[src/rtl/alu_pkg.sv]
// Shared definitions for the sequential ALU.
// Holds the opcode encodings, the control FSM state type and a helper that
// classifies opcodes executed in a single cycle by the combinational datapath.
package alu_pkg;

    localparam logic [3:0] OP_ADD = 4'b1111;
    localparam logic [3:0] OP_SUB = 4'b1110;
    localparam logic [3:0] OP_AND = 4'b0111;
    localparam logic [3:0] OP_OR  = 4'b0110;
    localparam logic [3:0] OP_NOT = 4'b0100;
    localparam logic [3:0] OP_XOR = 4'b0101;
    localparam logic [3:0] OP_SHL = 4'b1000;
    localparam logic [3:0] OP_SHR = 4'b1001;
    localparam logic [3:0] OP_MUL = 4'b1100;

    typedef enum logic [1:0] {
        ST_IDLE = 2'd0,
        ST_EXEC = 2'd1,
        ST_HOLD = 2'd2
    } state_e;

    function automatic logic op_is_single(input logic [3:0] op);
        case (op)
            OP_ADD, OP_SUB, OP_AND, OP_OR,
            OP_NOT, OP_XOR, OP_SHL, OP_SHR: return 1'b1;
            default:                        return 1'b0;
        endcase
    endfunction

endpackage

[src/rtl/alu_seq_if.sv]
// Request/response bundle between the operand source, the ALU and writeback.
// master: drives en, opcode, a, b, out_ready; observes ready and the result.
// slave : the ALU; drives ready, out, out_hi, flags and out_valid.
interface alu_seq_if #(
    parameter int WIDTH = 8
);
    logic             en;
    logic             ready;
    logic [3:0]       opcode;
    logic [WIDTH-1:0] a;
    logic [WIDTH-1:0] b;
    logic [WIDTH-1:0] out;
    logic [WIDTH-1:0] out_hi;
    logic             cout;
    logic             ovf;
    logic             zero;
    logic             neg;
    logic             err;
    logic             out_valid;
    logic             out_ready;

    modport master (
        output en, opcode, a, b, out_ready,
        input  ready, out, out_hi, cout, ovf, zero, neg, err, out_valid
    );

    modport slave (
        input  en, opcode, a, b, out_ready,
        output ready, out, out_hi, cout, ovf, zero, neg, err, out_valid
    );
endinterface

[src/rtl/alu_comb.sv]
// Combinational datapath for all single-cycle ALU operations.
// Ports: opcode/a/b in; result, cout, ovf out. Opcodes outside the
// single-cycle set produce result 0 with both flags clear.
module alu_comb
    import alu_pkg::*;
#(
    parameter int WIDTH = 8
) (
    input  logic [3:0]       opcode,
    input  logic [WIDTH-1:0] a,
    input  logic [WIDTH-1:0] b,
    output logic [WIDTH-1:0] result,
    output logic             cout,
    output logic             ovf
);
    localparam int SW = $clog2(WIDTH);

    logic [SW-1:0] amt;
    logic [WIDTH:0] sum;
    logic [WIDTH:0] diff;
    logic [WIDTH:0] shl_ext;

    // Shift amount is the low log2(WIDTH) bits of b, i.e. b modulo WIDTH.
    assign amt     = b[SW-1:0];
    assign sum     = {1'b0, a} + {1'b0, b};
    assign diff    = {1'b0, a} + {1'b0, ~b} + {{WIDTH{1'b0}}, 1'b1};
    // The extra top bit catches the last bit shifted out; it stays 0 for amt 0.
    assign shl_ext = {1'b0, a} << amt;

    always_comb begin
        result = '0;
        cout   = 1'b0;
        ovf    = 1'b0;
        case (opcode)
            OP_ADD: begin
                result = sum[WIDTH-1:0];
                cout   = sum[WIDTH];
                ovf    = (a[WIDTH-1] == b[WIDTH-1]) && (sum[WIDTH-1] != a[WIDTH-1]);
            end
            OP_SUB: begin
                result = diff[WIDTH-1:0];
                cout   = diff[WIDTH];
                ovf    = (a[WIDTH-1] != b[WIDTH-1]) && (diff[WIDTH-1] != a[WIDTH-1]);
            end
            OP_AND: result = a & b;
            OP_OR:  result = a | b;
            OP_NOT: result = ~a;
            OP_XOR: result = a ^ b;
            OP_SHL: begin
                result = shl_ext[WIDTH-1:0];
                cout   = shl_ext[WIDTH];
            end
            OP_SHR: result = a >> amt;
            default: ;
        endcase
    end
endmodule

[src/rtl/alu_seq.sv]
// Registered ALU with valid/ready request handshake and held result.
// Ports: clk, rst (async, active high), bus (alu_seq_if slave: request
// en/opcode/a/b with ready; result out/out_hi/cout/ovf/zero/neg/err with
// out_valid/out_ready). Single-cycle ops retire one edge after acceptance;
// multiply iterates WIDTH cycles of shift-add before the result appears.
module alu_seq
    import alu_pkg::*;
#(
    parameter int WIDTH  = 8,
    parameter bit MUL_EN = 1'b1
) (
    input  logic       clk,
    input  logic       rst,
    alu_seq_if.slave   bus
);
    localparam int CW = $clog2(WIDTH);

    state_e             state_q, state_d;
    logic [WIDTH-1:0]   out_q, out_d;
    logic [WIDTH-1:0]   out_hi_q, out_hi_d;
    logic               cout_q, cout_d;
    logic               ovf_q, ovf_d;
    logic               zero_q, zero_d;
    logic               neg_q, neg_d;
    logic               err_q, err_d;
    logic               out_valid_q, out_valid_d;
    logic [2*WIDTH-1:0] acc_q, acc_d;
    logic [2*WIDTH-1:0] mcand_q, mcand_d;
    logic [WIDTH-1:0]   mplier_q, mplier_d;
    logic [CW-1:0]      cnt_q, cnt_d;

    logic               ready;
    logic               accept;
    logic               is_mul;
    logic               is_single;
    logic [WIDTH-1:0]   comb_res;
    logic               comb_cout;
    logic               comb_ovf;
    logic [2*WIDTH-1:0] acc_next;

    alu_comb #(.WIDTH(WIDTH)) u_comb (
        .opcode (bus.opcode),
        .a      (bus.a),
        .b      (bus.b),
        .result (comb_res),
        .cout   (comb_cout),
        .ovf    (comb_ovf)
    );

    assign ready     = (state_q == ST_IDLE) || ((state_q == ST_HOLD) && bus.out_ready);
    assign accept    = bus.en && ready;
    assign is_mul    = MUL_EN && (bus.opcode == OP_MUL);
    assign is_single = op_is_single(bus.opcode);
    // Multiplicand is pre-shifted each step, so the LSB of the multiplier
    // always selects whether to add the current partial product.
    assign acc_next  = acc_q + (mplier_q[0] ? mcand_q : '0);

    always_comb begin
        state_d     = state_q;
        out_d       = out_q;
        out_hi_d    = out_hi_q;
        cout_d      = cout_q;
        ovf_d       = ovf_q;
        zero_d      = zero_q;
        neg_d       = neg_q;
        err_d       = err_q;
        out_valid_d = out_valid_q;
        acc_d       = acc_q;
        mcand_d     = mcand_q;
        mplier_d    = mplier_q;
        cnt_d       = cnt_q;

        case (state_q)
            ST_IDLE: ;
            ST_EXEC: begin
                acc_d    = acc_next;
                mcand_d  = mcand_q << 1;
                mplier_d = mplier_q >> 1;
                cnt_d    = cnt_q + 1'b1;
                if (cnt_q == CW'(WIDTH - 1)) begin
                    state_d     = ST_HOLD;
                    out_valid_d = 1'b1;
                    out_d       = acc_next[WIDTH-1:0];
                    out_hi_d    = acc_next[2*WIDTH-1:WIDTH];
                    cout_d      = 1'b0;
                    ovf_d       = 1'b0;
                    zero_d      = (acc_next == '0);
                    neg_d       = acc_next[WIDTH-1];
                    err_d       = 1'b0;
                end
            end
            ST_HOLD: begin
                if (bus.out_ready) begin
                    state_d     = ST_IDLE;
                    out_valid_d = 1'b0;
                end
            end
            default: state_d = ST_IDLE;
        endcase

        // Launch is shared by IDLE and the retire-and-accept path out of HOLD,
        // so it overrides whatever the state case decided above.
        if (accept) begin
            if (is_mul) begin
                state_d     = ST_EXEC;
                out_valid_d = 1'b0;
                acc_d       = '0;
                mcand_d     = {{WIDTH{1'b0}}, bus.a};
                mplier_d    = bus.b;
                cnt_d       = '0;
            end else begin
                state_d     = ST_HOLD;
                out_valid_d = 1'b1;
                out_hi_d    = '0;
                if (is_single) begin
                    out_d  = comb_res;
                    cout_d = comb_cout;
                    ovf_d  = comb_ovf;
                    zero_d = (comb_res == '0);
                    neg_d  = comb_res[WIDTH-1];
                    err_d  = 1'b0;
                end else begin
                    out_d  = '0;
                    cout_d = 1'b0;
                    ovf_d  = 1'b0;
                    zero_d = 1'b1;
                    neg_d  = 1'b0;
                    err_d  = 1'b1;
                end
            end
        end
    end

    always_ff @(posedge clk or posedge rst) begin
        if (rst) begin
            state_q     <= ST_IDLE;
            out_q       <= '0;
            out_hi_q    <= '0;
            cout_q      <= 1'b0;
            ovf_q       <= 1'b0;
            zero_q      <= 1'b0;
            neg_q       <= 1'b0;
            err_q       <= 1'b0;
            out_valid_q <= 1'b0;
            acc_q       <= '0;
            mcand_q     <= '0;
            mplier_q    <= '0;
            cnt_q       <= '0;
        end else begin
            state_q     <= state_d;
            out_q       <= out_d;
            out_hi_q    <= out_hi_d;
            cout_q      <= cout_d;
            ovf_q       <= ovf_d;
            zero_q      <= zero_d;
            neg_q       <= neg_d;
            err_q       <= err_d;
            out_valid_q <= out_valid_d;
            acc_q       <= acc_d;
            mcand_q     <= mcand_d;
            mplier_q    <= mplier_d;
            cnt_q       <= cnt_d;
        end
    end

    assign bus.ready     = ready;
    assign bus.out       = out_q;
    assign bus.out_hi    = out_hi_q;
    assign bus.cout      = cout_q;
    assign bus.ovf       = ovf_q;
    assign bus.zero      = zero_q;
    assign bus.neg       = neg_q;
    assign bus.err       = err_q;
    assign bus.out_valid = out_valid_q;
endmodule

[src/flat_wrapper.sv]
// flat-port wrapper written by rule: the top's interface ports become plain ports
module alu_seq_flat import alu_pkg::*;
#(
    parameter int WIDTH  = 8,
    parameter bit MUL_EN = 1'b1
)
  (clk, rst, bus_en, bus_opcode, bus_a, bus_b, bus_out_ready, bus_ready, bus_out, bus_out_hi, bus_cout, bus_ovf, bus_zero, bus_neg, bus_err, bus_out_valid);
  alu_seq_if #(.WIDTH(WIDTH)) bus_i ();
  input  logic clk;
  input  logic rst;
  input wire logic [$bits(bus_i.en)-1:0] bus_en;
  input wire logic [$bits(bus_i.opcode)-1:0] bus_opcode;
  input wire logic [$bits(bus_i.a)-1:0] bus_a;
  input wire logic [$bits(bus_i.b)-1:0] bus_b;
  input wire logic [$bits(bus_i.out_ready)-1:0] bus_out_ready;
  output wire logic [$bits(bus_i.ready)-1:0] bus_ready;
  output wire logic [$bits(bus_i.out)-1:0] bus_out;
  output wire logic [$bits(bus_i.out_hi)-1:0] bus_out_hi;
  output wire logic [$bits(bus_i.cout)-1:0] bus_cout;
  output wire logic [$bits(bus_i.ovf)-1:0] bus_ovf;
  output wire logic [$bits(bus_i.zero)-1:0] bus_zero;
  output wire logic [$bits(bus_i.neg)-1:0] bus_neg;
  output wire logic [$bits(bus_i.err)-1:0] bus_err;
  output wire logic [$bits(bus_i.out_valid)-1:0] bus_out_valid;
  assign bus_i.en = bus_en;
  assign bus_i.opcode = bus_opcode;
  assign bus_i.a = bus_a;
  assign bus_i.b = bus_b;
  assign bus_i.out_ready = bus_out_ready;
  assign bus_ready = bus_i.ready;
  assign bus_out = bus_i.out;
  assign bus_out_hi = bus_i.out_hi;
  assign bus_cout = bus_i.cout;
  assign bus_ovf = bus_i.ovf;
  assign bus_zero = bus_i.zero;
  assign bus_neg = bus_i.neg;
  assign bus_err = bus_i.err;
  assign bus_out_valid = bus_i.out_valid;
  alu_seq #(.WIDTH(WIDTH), .MUL_EN(MUL_EN)) u_core (.clk(clk), .rst(rst), .bus(bus_i));
endmodule
[config.mk]
export PLATFORM = sky130hd
export DESIGN_NAME = alu_seq_flat
export DESIGN_NICKNAME = d
export VERILOG_FILES = /design/src/rtl/alu_pkg.sv /design/src/rtl/alu_seq_if.sv /design/src/rtl/alu_comb.sv /design/src/rtl/alu_seq.sv /design/src/flat_wrapper.sv
export SDC_FILE = /design/constraint.sdc
export NUM_CORES = 1
export LEC_CHECK = 0
export ABC_AREA = 1
export CAP_MARGIN = 20
export CORE_MARGIN = 2
export CORE_UTILIZATION = 60
export CTS_CLUSTER_SIZE = 30
export DETAILED_ROUTE_END_ITERATION = 10
export PLACE_DENSITY = 0.92
export SLEW_MARGIN = 20
export SYNTH_ARGS = -nofsm -noshare
export SYNTH_HDL_FRONTEND = slang
export SYNTH_SLANG_ARGS = --single-unit
[constraint.sdc]
create_clock -name clk -period 2.8 [get_ports clk]
set_input_delay 0.56 -clock clk [delete_from_list [all_inputs] [get_ports clk]]
set_output_delay 0.56 -clock clk [all_outputs]
set_load 0.01 [all_outputs]
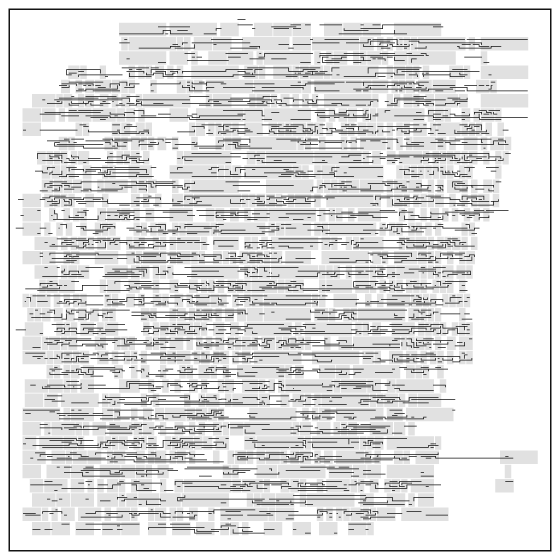
Run 1: metal 1
- wire length on this layer: 6630 µm
- share of all routed wire: 41%
GR Layer Usage met1: 41.27%
via count: 6221
drt total wl: 16170 µm

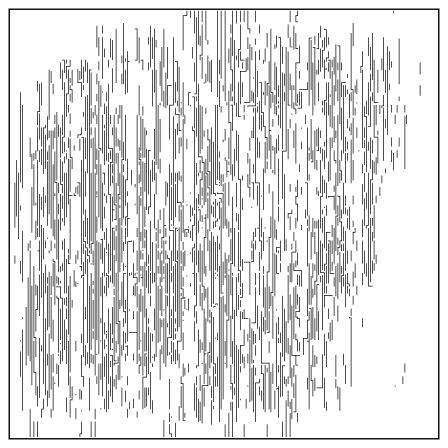
Run 1: M2 wires
- share of all routed wire: 48%
- nets with wire on the layer: 811
- main direction: vertical
- longest straight run: 48.6 µm
- wire length on this layer: 7810 µm
met2 Use GR: 54.75%

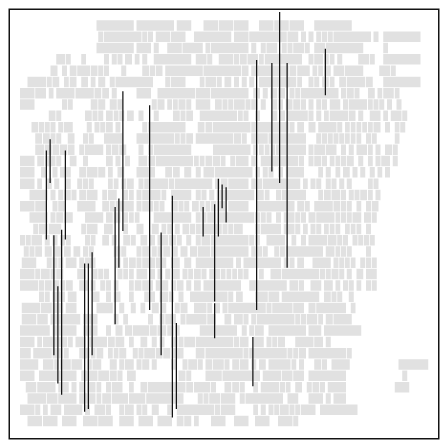
Run 1: the metal 4 layer
- longest straight run: 59.8 µm
- wire length on this layer: 730 µm
- main direction: vertical

==> run summary, run 1 <==
run results: IO buf count 46, Routed Antenna Nets 0, crit end category register, htree depth 3, # IOs ~47, R2R depth 18, num tapcells ~130, Root Driver clkbuf_8, Critical Path End u_core.bus.zero, Layout fillers 828, Hold Path Sink u_core.bus.out_valid, Pre-Place Util 60.99%, GR Util met3 5.017%, data arrival time of the critical path 2.82 ns, Ys Warns 0, outcome completed, Finished Layout Cells 1112, hold_sp u_core.bus.out_valid, xor and xnor fraction of the mapped netlist area 0.5959%, Post-synth regs between 60 and 70, Max VDD drop 0.0003577 V, Hold Path Class register to register, Synth logic family simple AND/OR/NAND/NOR gates, global-route wire length before repair 27100 µm, FFs & Latches between 60 and 70, Top Usage Layer GRT met2, Rows 36, most frequent logic cell in the layout nand2_1, setup ws final approximately 0.27 ns, die span in y just over 100 µm, Synth Cell Area 0.005879 mm², signal buffers share of area 10.48%, flop share of the area 24.64%, yosys stat area 0.005879 mm², Post-synth seq share between 20% and 30%, clock tree buffer depth 2, Avg Inst Size Synth 6.440 µm², critical path class input pin to register, syn nets 986, ratio of cells with drive above 1 in the final layout 8.784%, Power Density 823.5 mW/mm², Post-Place Cell Area approximately 0.0066 mm², Worst EP required about 3.1 ns, CTS tree built, Hold Crit Depth 2, Tool Warnings 46, mux frac, synth 0%, DR WL met3 ~1000 µm, yosys adder share 10.81%, Comb gates 685, RR Startpoint u_core.mplier_q[0], Fin Clk Skew 0.01623 ns, maximum clock frequency 395.4 MHz, Placer Congestion 1.036, Setup crit start kind input pin, DP Cell Count 1096, Design Area, Final 0.006804 mm², Final Hold Fails 0, bufs w/o clock 78, area growth from synthesis to layout 15.73%, Worst Path Max Fanout 3, Die X between 100 and 150 µm, Ant. Diodes 0, post-CTS sizing 0, WL met2 about 7800 µm, Setup Fix Bufs, Post-CTS 0, TritonRoute pass-1 iters 5, cycle use final 90.32%, most numerous logic cells after layout 300 x nand2_1, 119 x inv_1, 76 x nor2_1, Final Hold Slack 0.5204 ns, top sig layer met4, final net count 1047, number of cells in Yosys stat 913, final setup TNS 0 ns, Worst-path clk slew 0.08 ns, Mapped Cells 913, FF-to-FF setup slack a little under 0.3 ns, Num CTS Buffers 9, drt drc 0, Pins Over Slew Limit 0, number of vias per cell 5.594, WL per Instance 14.54 µm, worst flop-to-flop path endpoint u_core.bus.zero, DP Worst Slack -0.06038 ns, Max Cap Viol 0, # clk buffers 9, core area 0.009639 mm², Post-Route Utilization 70.59%, Logic inverters 133, Sink Count 67, Late-Pin Clk Latency 0.35 ns, dpl hpwl 12530 µm, number of DRC markers in iteration 0 570, combinational share of cell area 52.54%, leakage power 3.667 nW
## run 1: power by group
part	internal, mW	switching [mW]
logic	1.21	2.08
clock network	0.325	0.392
registers	1.33	0.257
## run 1: critical path, cell delays in order
cell and delay (ns):
clkdlybuf4s50_1 0.45, ha_1 0.24, fa_1 0.40, or2_2 0.30, nand3_1 0.08, o21ai_1 0.06, nor2_1 0.13, nand2_1 0.07
nor2_1 0.13, nand2_1 0.07, nor2_1 0.14, nand4_1 0.10, nand2_1 0.07
## run 1: cells in the mapped netlist
cell	instances	area, µm²
a211oi_1	1	7.510
a21oi_1	33	165.2
a21oi_2	1	8.760
a31oi_1	9	56.30
a32oi_1	1	8.760
and2_1	2	12.51
buf_1	1	3.750
buf_2	12	60.06
buf_4	1	7.510
buf_6	1	11.26
clkbuf_1	13	48.80
dfrtp_1	67	1677
fa_1	3	60.06
ha_1	46	575.6
inv_1	120	450.4
inv_2	13	48.80
nand2_1	300	1126
nand2_2	8	50.05
nand3_1	69	345.3
nand3b_1	10	75.07
nand4_1	10	62.56
nor2_1	76	285.3
nor2_2	3	18.77
nor2_4	8	90.09
nor3_1	9	45.04
o211ai_1	25	187.7
o21a_1	1	7.510
o21ai_0	42	210.2
o21ai_1	10	50.05
o21bai_1	1	7.510
o22ai_1	9	56.30
or2_1	1	6.260
or2_2	3	18.77
xnor2_1	1	8.760
xor2_1	3	26.28
## run 1: flip-flops by register name, indices dropped and copies added (netlist names)
name and count:
u_core.bus.zero 1, u_core.acc_q 16, u_core.bus.out_hi 8, u_core.mplier_q 8, u_core.bus.out 8, u_core.bus.err 1
u_core.cnt_q 3, u_core.mcand_q 16, u_core.bus.out_valid 1, u_core.bus.neg 1, u_core.bus.cout 1, u_core.state_q 2
u_core.bus.ovf 1
==> run 1 -> run 2 <==
--- a/config.mk
+++ b/config.mk
@@ -6,12 +6,13 @@
 export NUM_CORES = 1
 export LEC_CHECK = 0
 export ABC_AREA = 1
-export CAP_MARGIN = 20
+export CAP_MARGIN = 10
 export CORE_MARGIN = 2
-export CORE_UTILIZATION = 60
+export CORE_UTILIZATION = 61
+export CTS_BUF_LIST = sky130_fd_sc_hd__clkbuf_8
 export CTS_CLUSTER_SIZE = 30
 export DETAILED_ROUTE_END_ITERATION = 10
-export PLACE_DENSITY = 0.92
+export PLACE_DENSITY = 0.93
 export SLEW_MARGIN = 20
 export SYNTH_ARGS = -nofsm -noshare
 export SYNTH_HDL_FRONTEND = slang
==> run summary, run 2 <==
run results: final net count 1052 (was 1047), area growth from synthesis to layout 17.05% (was 15.73%), most frequent cell after synthesis nand2_1 (unchanged), FF+latch area 0.001677 mm² (unchanged), top sig layer met4 (unchanged), largest registers u_core.acc_q (16), u_core.mcand_q (16) (unchanged), Synth Cell Area 0.005879 mm² (unchanged), Pre-Place Util 63.33% (was 60.99%), combinational power share 57.7% (was 58.8%), Worst Path Max Fanout 3 (unchanged), critical path class register to register (was input pin to register), core area 0.009284 mm² (was 0.009639 mm²), area share, top type 28.52% (unchanged), Post-synth seq share 28.52% (unchanged), Max VDD drop 0.0004048 V (was 0.0003577 V), Internal 3.059 mW (was 2.872 mW), drt drc 0 (unchanged), Flop+latch power 1.60 mW (was 1.59 mW), yosys stat area 0.005879 mm² (unchanged), most used flip-flop cell dfrtp_1 (unchanged), htree depth 3 (unchanged), number of vias per cell 5.712 (was 5.594), Layout fillers 741 (was 828), TritonRoute pass-1 iters 5 (unchanged), Worst EP required 3.09 ns (about the same), Synth area leader dfrtp_1 (unchanged), GR Util met3 7.661% (was 5.017%), Tool Warnings 46 (unchanged), cycle use final 90.59% (was 90.32%), Avg Inst Size Synth 6.440 µm² (unchanged), Num CTS Buffers 9 (unchanged), hold_sp u_core.bus.out_valid (unchanged), die span in y 102.2 µm (was 103.0 µm), Root Driver clkbuf_8 (unchanged), Late-Pin Clk Latency 0.36 ns (was 0.35 ns), dpl hpwl 12680 µm (was 12530 µm), Ys Warns 0 (unchanged), Pins Over Slew Limit 0 (unchanged), Clk pwr share 15.1% (was 12.8%), data arrival time of the critical path 2.83 ns (was 2.82 ns), Final Hold Fails 0 (unchanged), Cell area leaders dfrtp_1 29%, nand2_1 19%, ha_1 9.8% (unchanged), cell breakdown of the critical path nand2_1 > inv_1 > ha_1 > fa_1 > nand3_1 > nand2_1 > nand2_1 > nand2_1 > nand2_1 > nand3b_1 > nand2_1 > nand2_1 > nor2_1 > nand2_1 > nand2_1 > nand2_1 > nand2_1 (was clkdlybuf4s50_1 > ha_1 > fa_1 > or2_2 > nand3_1 > o21ai_1 > nor2_1 > nand2_1 > nor2_1 > nand2_1 > nor2_1 > nand4_1 > nand2_1), Sink Count 67 (unchanged), # IOs 47 (unchanged), leakage power 3.703 nW (was 3.667 nW), Power Density 857.8 mW/mm² (was 823.5 mW/mm²), CTS tree built (unchanged), Placer Congestion 0.9802 (was 1.036), Critical path buffers and inverters 1 (unchanged), setup ws final 0.2635 ns (was 0.2711 ns), fraction of registers with async set/reset 100.0% (unchanged), Top Usage Layer GRT met2 (unchanged), global-route wire length before repair 28500 µm (was 27100 µm), P_sw 2.844 mW (was 2.732 mW), ratio of cells with drive above 1 in the final layout 9.248% (was 8.784%), number of cells in Yosys stat 913 (unchanged), met2 Use GR 59.67% (was 54.75%), Mapped Cells 913 (unchanged), maximum clock frequency 394.2 MHz (was 395.4 MHz), comb pwr 3.41 mW (was 3.30 mW), Sw Ratio 48.18% (was 48.75%), Rows 35 (was 36), Post-synth regs 67 (unchanged), most frequent logic cell in the layout nand2_1 (unchanged), clock tree buffer depth 2 (unchanged), outcome completed (unchanged), most numerous logic cells after layout 300 x nand2_1, 120 x inv_1, 76 x nor2_1 (was 300 x nand2_1, 119 x inv_1, 76 x nor2_1), DR WL met3 1372 µm (was 1003 µm), Fin Clk Skew 0.01032 ns (was 0.01623 ns), Max Cap Viol 0 (unchanged), Final Hold Slack 0.5033 ns (was 0.5204 ns), Setup crit start kind register (was input pin), crit end category register (unchanged), Hold Path Class register to register (unchanged)
## run 2: cell types whose count changed in the layout (fill, tap and decap cells not counted), sizes merged
cell      previous run  this run
clkinvlp             0         2
bufinv               0         2
clkinv               5         1
buf                 32        37
## run 2: area by class of cell
cell class	count	area share, %
multi-input combinational	685	51.98
sequential	67	24.36
timing repair buffer	83	10.91
inverter	133	7.255
tap	129	2.345
clock buffer	9	1.800
clock inverter	7	1.345
## run 2: logic make-up after synthesis
group / count (synthesis) / synth area share [%]
AND-OR/OR-AND: 133 / 13.02
XOR/XNOR: 4 / 0.5960
adder cells (fa/ha/maj): 49 / 10.81
buffers and inverters: 161 / 10.73
flip-flops: 67 / 28.52
AND/OR/NAND/NOR: 499 / 36.33
## run 2: repair_timing
item                       4_1_cts  5_1_grt
setup buffers                    0        0
gates resized                    0        1
setup endpoints to repair        0        1
## run 2: path summary, 6_finish.rpt
kind                                        end  slack, ns  cells past startpoint
max                             u_core.bus.zero       0.26                     17
min                        u_core.bus.out_valid       0.50                      2
max reg2reg                     u_core.bus.zero       0.26                     17
min reg2reg                u_core.bus.out_valid       0.50                      2
max in group asynchronous    u_core.mplier_q[6]       1.92                      3
min in group asynchronous       u_core.cnt_q[0]       0.58                      3
## run 2: metrics by stage
stage | util (%) | std cells | TNS (ns) | power [mW] | area (µm²)
6_report | 74.12 | 1113 | 0 | 5.903 | 6882
5_1_grt | 74.12 | 1113 | 0 | 6.430 | 6882
4_1_cts | 74.10 | 1113 | 0 | 5.808 | 6879
3_5_place_dp | 71.77 | 1097 | -0.01619 | 4.832 | 6663
3_3_place_gp | 71.77 | 1097 | -0.007820 | 4.717 | 6663
2_1_floorplan | - | 913 | 0 | 3.894 | 5879
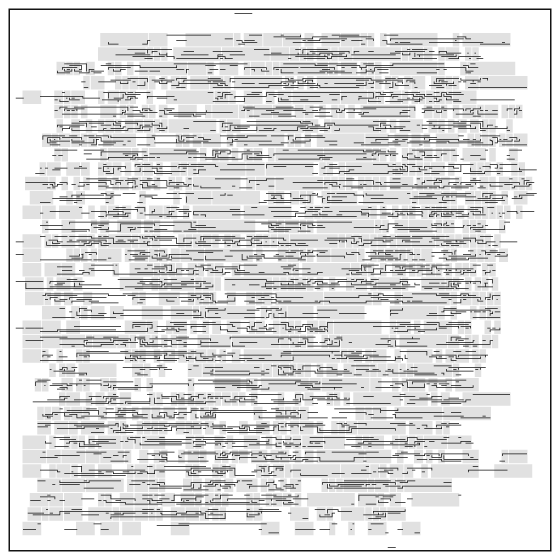
Run 2: metal 1
- wire length on this layer: 6750 µm
- main direction: horizontal
via count: 6358
drt total wl: 17160 µm

==> run 2 -> run 3 <==
--- a/config.mk
+++ b/config.mk
@@ -7,9 +7,12 @@
 export LEC_CHECK = 0
 export ABC_AREA = 1
 export CAP_MARGIN = 10
+export CELL_PAD_IN_SITES_DETAIL_PLACEMENT = 0
+export CELL_PAD_IN_SITES_GLOBAL_PLACEMENT = 1
 export CORE_MARGIN = 2
-export CORE_UTILIZATION = 61
+export CORE_UTILIZATION = 43
 export CTS_BUF_LIST = sky130_fd_sc_hd__clkbuf_8
+export CTS_CLUSTER_DIAMETER = 100
 export CTS_CLUSTER_SIZE = 30
 export DETAILED_ROUTE_END_ITERATION = 10
 export PLACE_DENSITY = 0.93
==> run summary, run 3 <==
run results: outcome completed (unchanged), die span in y 120.9 µm (was 102.2 µm), Ys Warns 0 (unchanged), number of DRC markers in iteration 0 453 (was 495), leakage power 3.723 nW (was 3.703 nW), data arrival time of the critical path 2.75 ns (was 2.83 ns), most numerous logic cells after layout 300 x nand2_1, 120 x inv_1, 76 x nor2_1 (unchanged), htree depth 3 (unchanged), CTS tree built (unchanged), Clk pwr share 16.2% (was 15.1%), syn nets 986 (unchanged), cycle use final 87.86% (was 90.59%), max_slew headroom 54.19% (was 55.71%), Design Area, Final 0.006972 mm² (was 0.006882 mm²), Ant. Diodes 0 (unchanged), Hold Path Sink u_core.bus.out_valid (unchanged), RSZ-0062 raised after global routing no (unchanged), Power Density 836.4 mW/mm² (was 857.8 mW/mm²), setup ws final 0.3400 ns (was 0.2635 ns), GRT overflow 0 (unchanged), maximum clock frequency 406.5 MHz (was 394.2 MHz), Placer Congestion 0.9567 (was 0.9802), core area 0.01330 mm² (was 0.009284 mm²), drt drc 0 (unchanged), Post-Route Utilization 52.44% (was 74.12%), Num CTS Buffers 9 (unchanged), chip area 0.01462 mm² (was 0.01044 mm²), Pins Over Slew Limit 0 (unchanged), post-CTS sizing 0 (unchanged), Worst EP required 3.09 ns (about the same), worst-margin pin slew 0.6864 ns (was 0.6636 ns), Synth area leader dfrtp_1 (unchanged), via count 5967 (was 6358), EDFF count, synth 0 (unchanged), vias in the first global route 5912 (was 6026), Mapped Cells 913 (unchanged), combinational power share 56.5% (was 57.7%), Sink Count 67 (unchanged), most frequent cell after synthesis nand2_1 (unchanged), Tool Warnings 46 (unchanged), Flop+latch power 1.59 mW (was 1.60 mW), yosys stat area 0.005879 mm² (unchanged), IO buf count 46 (unchanged), Die X 120.9 µm (was 102.2 µm), Post-synth seq share 28.52% (unchanged), FF-to-FF setup slack 0.42 ns (was 0.26 ns), Max Cap Viol 0 (unchanged), Sw Ratio 46.13% (was 48.18%), most frequent logic cell in the layout nand2_1 (unchanged), Fin Clk Skew 0.01127 ns (was 0.01032 ns), Reg power frac 27.3% (was 27.2%), Tmin final 2.460 ns (was 2.537 ns), number of cells in Yosys stat 913 (unchanged), Setup crit start kind input pin (was register), P_sw 2.690 mW (was 2.844 mW), Finished Layout Cells 1160 (was 1113), ratio of cells with drive above 1 in the final layout 9.146% (was 9.248%), GRT Resource Usage Total 24.52% (was 35.06%), P_clk 947 µW (was 891 µW), Avg Inst Size Synth 6.440 µm² (unchanged), TritonRoute pass-1 iters 5 (unchanged), DP Worst Slack -0.007085 ns (was -0.01619 ns), Synth Cell Area 0.005879 mm² (unchanged), leading power group combinational cells (unchanged), fraction of registers with async set/reset 100.0% (unchanged), count of cell types in the netlist 35 (unchanged), critical path class input pin to register (was register to register), Late-Pin Clk Latency 0.35 ns (was 0.36 ns), drt total wl 17260 µm (was 17160 µm), final net count 1053 (was 1052), synth cell count leaders 300 x nand2_1, 120 x inv_1, 76 x nor2_1 (unchanged), Final Hold Slack 0.4943 ns (was 0.5033 ns), Cell area leaders dfrtp_1 29%, nand2_1 19%, ha_1 9.8% (unchanged), Rows 42 (was 35), number of vias per cell 5.144 (was 5.712), R2R depth 14 (was 17), Setup-failing EPs final 0 (unchanged), # IOs 47 (unchanged), Hold Path Class register to register (unchanged), comb pwr 3.29 mW (was 3.41 mW), area share, top type 28.52% (unchanged), Root Driver clkbuf_8 (unchanged), Max VDD drop 0.0002885 V (was 0.0004048 V), Post-Place Cell Area 0.006741 mm² (was 0.006663 mm²), Worst Path Max Fanout 3 (unchanged), Final Hold Fails 0 (unchanged), Setup Fix Bufs, Post-CTS 0 (unchanged), largest net degree at the start of global routing 58 (was 68), CP startpoint bus_a[0] (was u_core.mcand_q[0]), area growth from synthesis to layout 18.58% (was 17.05%), crit end category register (unchanged), DP Cell Count 1145 (was 1097), WL per Instance 14.88 µm (was 15.42 µm), hold_sp u_core.bus.out_valid (unchanged), clock tree buffer depth 2 (unchanged), most used flip-flop cell dfrtp_1 (unchanged), Pre-Place Util 44.22% (was 63.33%), Routed Antenna Nets 0 (unchanged), RR Startpoint u_core.mcand_q[0] (unchanged), worst flop-to-flop path endpoint u_core.bus.zero (unchanged), Hold Crit Depth 2 (unchanged), dpl hpwl 13680 µm (was 12680 µm), final setup TNS 0 ns (unchanged), overall power 5.831 mW (was 5.903 mW), initial antenna violation count 0 (unchanged), largest registers u_core.acc_q (16), u_core.mcand_q (16) (unchanged), Post-CTS Hold Fix Bufs 0 (unchanged), Post-synth regs 67 (unchanged), Worst-path clk slew 0.07 ns (about the same), Internal 3.141 mW (was 3.059 mW), global-route wire length before repair 28550 µm (was 28500 µm)
[run 3: how the worst max path moves through the flow]
| stage | endpoint | slack, ns | cells past startpoint |
|---|---|---|---|
| CTS | u_core.bus.zero | 0.36 | 13 |
| floorplan | u_core.acc_q[0] | 0.56 | 1 |
| detailed placement | u_core.bus.zero | -0.007 | 13 |
| global route | u_core.bus.zero | 0.14 | 15 |
| finish | u_core.bus.zero | 0.34 | 13 |
| global placement | u_core.bus.zero | 0.02 | 13 |
[run 3: layout make-up]
class | count | area, µm²
fillers | 1366 | 6324
multi-input cells | 685 | 3575
flip-flops and latches | 67 | 1677
repair buffers | 84 | 770.7
inverters | 133 | 499.2
well taps | 176 | 220.2
clock buffers | 9 | 123.9
clock inverters | 6 | 106.4
[run 3: worst max-delay path, cell delays in order]
cell	delay, ns
clkdlybuf4s50_1	0.44
ha_1	0.22
fa_1	0.39
or2_2	0.30
nand3_1	0.08
o21ai_1	0.07
nor2_1	0.11
nand2_1	0.06
nor2_1	0.12
nand2_1	0.07
nor2_1	0.14
nand4_1	0.09
nand2_1	0.08
[run 3: cell families (layout without fill, tap and decap cells)]
| group | count (synthesis) | after routing | synth area share [%] |
|---|---|---|---|
| simple gates | 499 | 499 | 36.33 |
| buf+inv | 161 | 232 | 10.73 |
| compound gates | 133 | 133 | 13.02 |
| flops | 67 | 67 | 28.52 |
| fa+ha+maj | 49 | 49 | 10.81 |
| xor+xnor | 4 | 4 | 0.5960 |
[run 3: per-layer routing]
layer  GRT usage, %  wire length [µm]
met5              0                 0
met4          10.17               556
met3          3.383               539
met2          42.06              8277
met1          30.90              7885
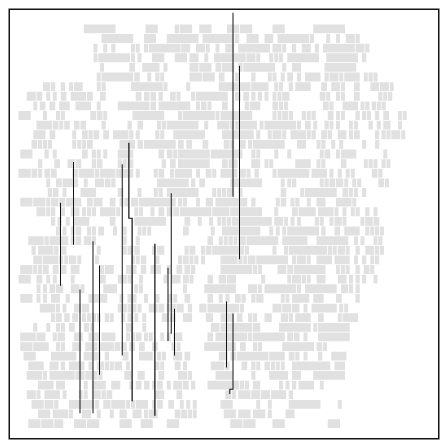
Run 3: the metal 4 layer
- nets with wire on the layer: 14
- longest straight run: 54.4 µm
- wire length on this layer: 556 µm
- main direction: vertical
- share of all routed wire: 3.2%


==> notes/layouts.md <==
Pictures saved along the way, in no particular order.

Routing congestion.
Plate I
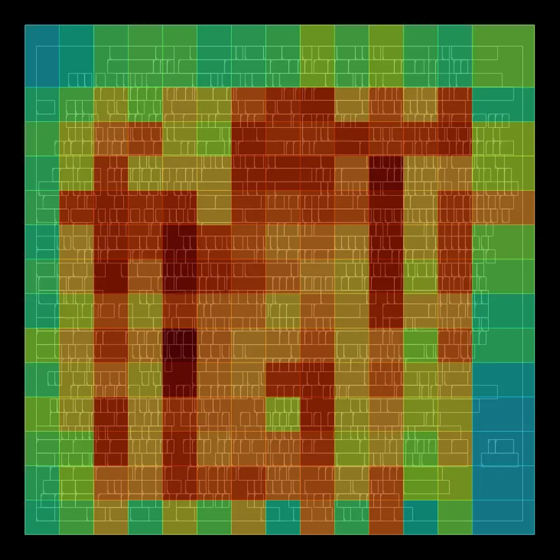
Plate II
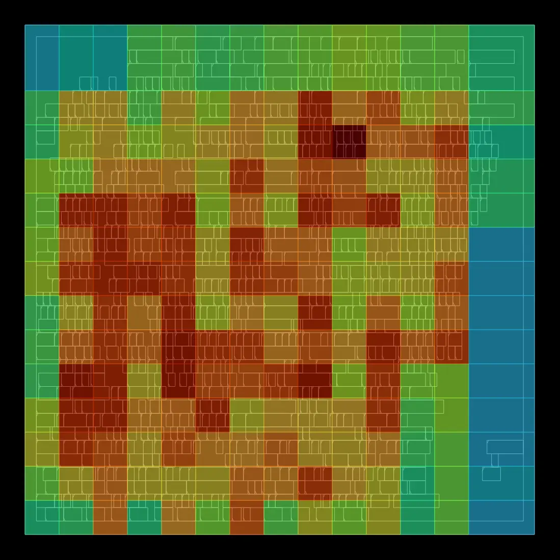
Plate III
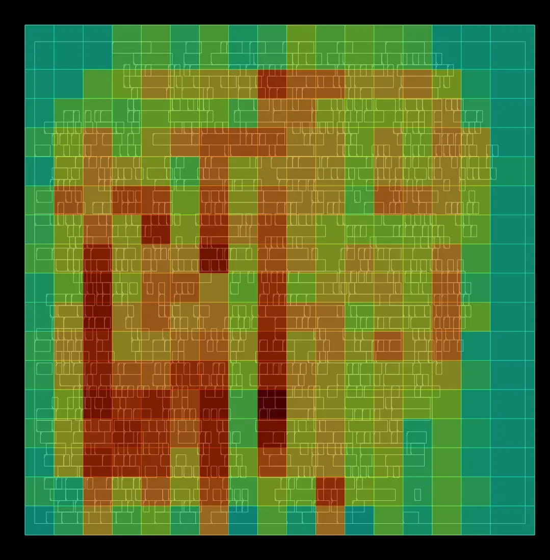
For run 2, see Plate I.
For run 1, see Plate II.
For run 3, see Plate III.
- lowest track usage: Plate III
- lowest utilization: Plate III

Power is estimated from default activity; no workload was simulated.
